Design smul_rr_arbiter, sky130hd; sources not shown.
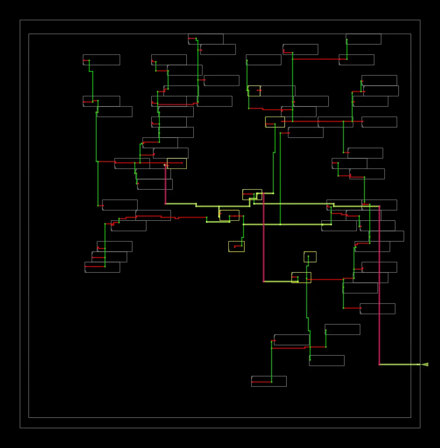
*Clock nets*
Seq cells: 56
worst-skew pair later-pin latency: 0.33 ns
clock sink total: 56
layout clock buffer count: 5
CTS Buf Count: 5

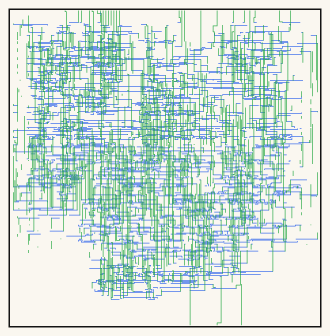
*Metal layers overlaid*
Only two layers are drawn.
blue -> metal 1  # wire length 5350 um
green -> metal 2  # wire length 6480 um
Tot GR Track Use: 25.2%
Routed WL: 13200 um
Vias: 5054
wire per inst: 13.5 um

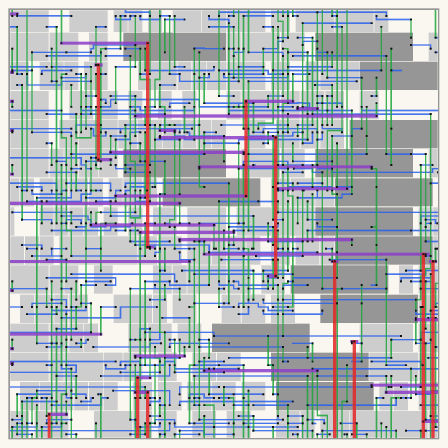
*Layout detail*
Region (6, 60) to (46, 100) um. Cells in grey, sequential cells in the stronger grey; small squares are vias.
purple -> metal 3
green -> metal 2
red -> metal 4
blue -> metal 1
most frequent = nand3_1 (37), nand2_1 (35), nand4_1 (27)
sequential cells in the window = 15
cells with their middle in the window = 178

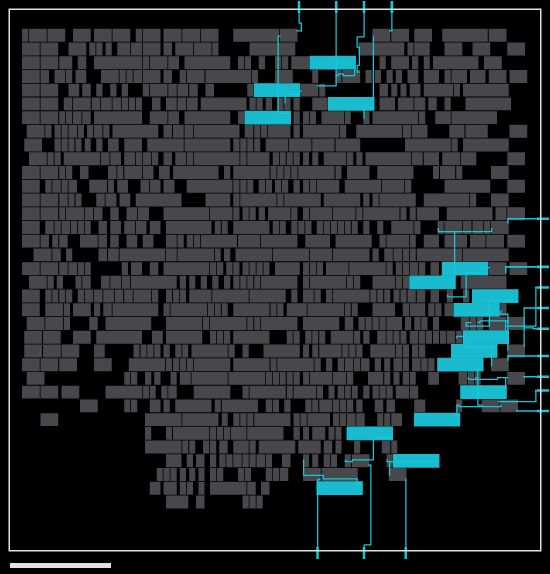
*I/O nets highlighted*
Bar = 20 um.
cyan -> rsp_z  # bits 16, direction output, end cells 16, buffers 16, wire 361 um
port buffer count: 109
I/O pins: 111

==> metrics.yaml <==
finalMaxSlewViolations: 0
cp_num_cells: 9
crit_path_start_kind: "input port"
arrival_ns: 4.88
top_usage_layer: "met2"
fp.dieW_um: 105
gp_congestion: 0.872
ys_cells: 755
path_max_fanout: 53
ys_seq_share_pct: 24.6
setup_viol: 0
fp_util_pct: 56.5
netlist_area_mm2: 0.00570
firstDrtPassIters: 5
synthAoiAreaFrac_pct: 2.15
grt_max_degree: 57
endpoint_kind: "output pin"
top_cells_by_count: "nand2_1, inv_1, nand3_1, fa_1, dfrtp_1"
ys_sh_adder_pct: 26.1
postCtsResizedCells: 0
cts_root_buf: "clkbuf_8"
cts_tree: "built"
drtAntennaViolNets: 0
outcome: "finished, final reports clean"
yosys_warnings: 0
layout_top_cells: "nand2_1, inv_1, clkdlybuf4s50_1, nand3_1, fa_1"
sh_seq_area_pct: 20.4
simple_gate_area_share_pct: 29.0
required_ns: 7.13
wl_met3_um: 891
final-clk-cell-share_pct: 1.42
ff_latch_area_mm2: 0.00140
syn_nets: 911
buf_share_pct: 16.0
ys_ff: 56
mostFrequentLayoutCell: "nand2_1"
rsz0062_at_grt: "no"
crit_family: "buffers and inverters"
slew_headroom_pct: 53.8
fin_crit_sh_pct: 76.3
top_cell_area_share_pct: 23.7
dp_hpwl_um: 10500
synthArstFlopShare_pct: 100
num_rows: 37
preCtsSetupSlack_ns: 2.28
vias_per_cell: 5.17
yosys.area.top_type: "dfrtp_1"
utilization_pct: 68.3
drc: 0
ff_type: "dfrtp_1"
clock_path_buffers: 2
antenna_cells: 0
fin_nets: 997
drt-initial-drc-count: 269
hp-class: "flop to flop"
fp.coreArea_mm2: 0.0101
syn_inst: 755
cp_slowest_cell: "nor2_8"
stdcell_count: 978
ys_chip_area_mm2: 0.00570
nWellTaps: 136
place_inst: 970
rr_worst_depth: 18
critPathBufInv: 4
htreeDepth: 2
syn_avg_cell_area_um2: 7.55
first_global_vias: 4913
synth_cell_types: 37
met2_length_um: 6480
grt_pass1_wl_um: 22200
num-multi-input-gates: 484
met1_length_um: 5350
reg2reg_slack_ns: 4.93
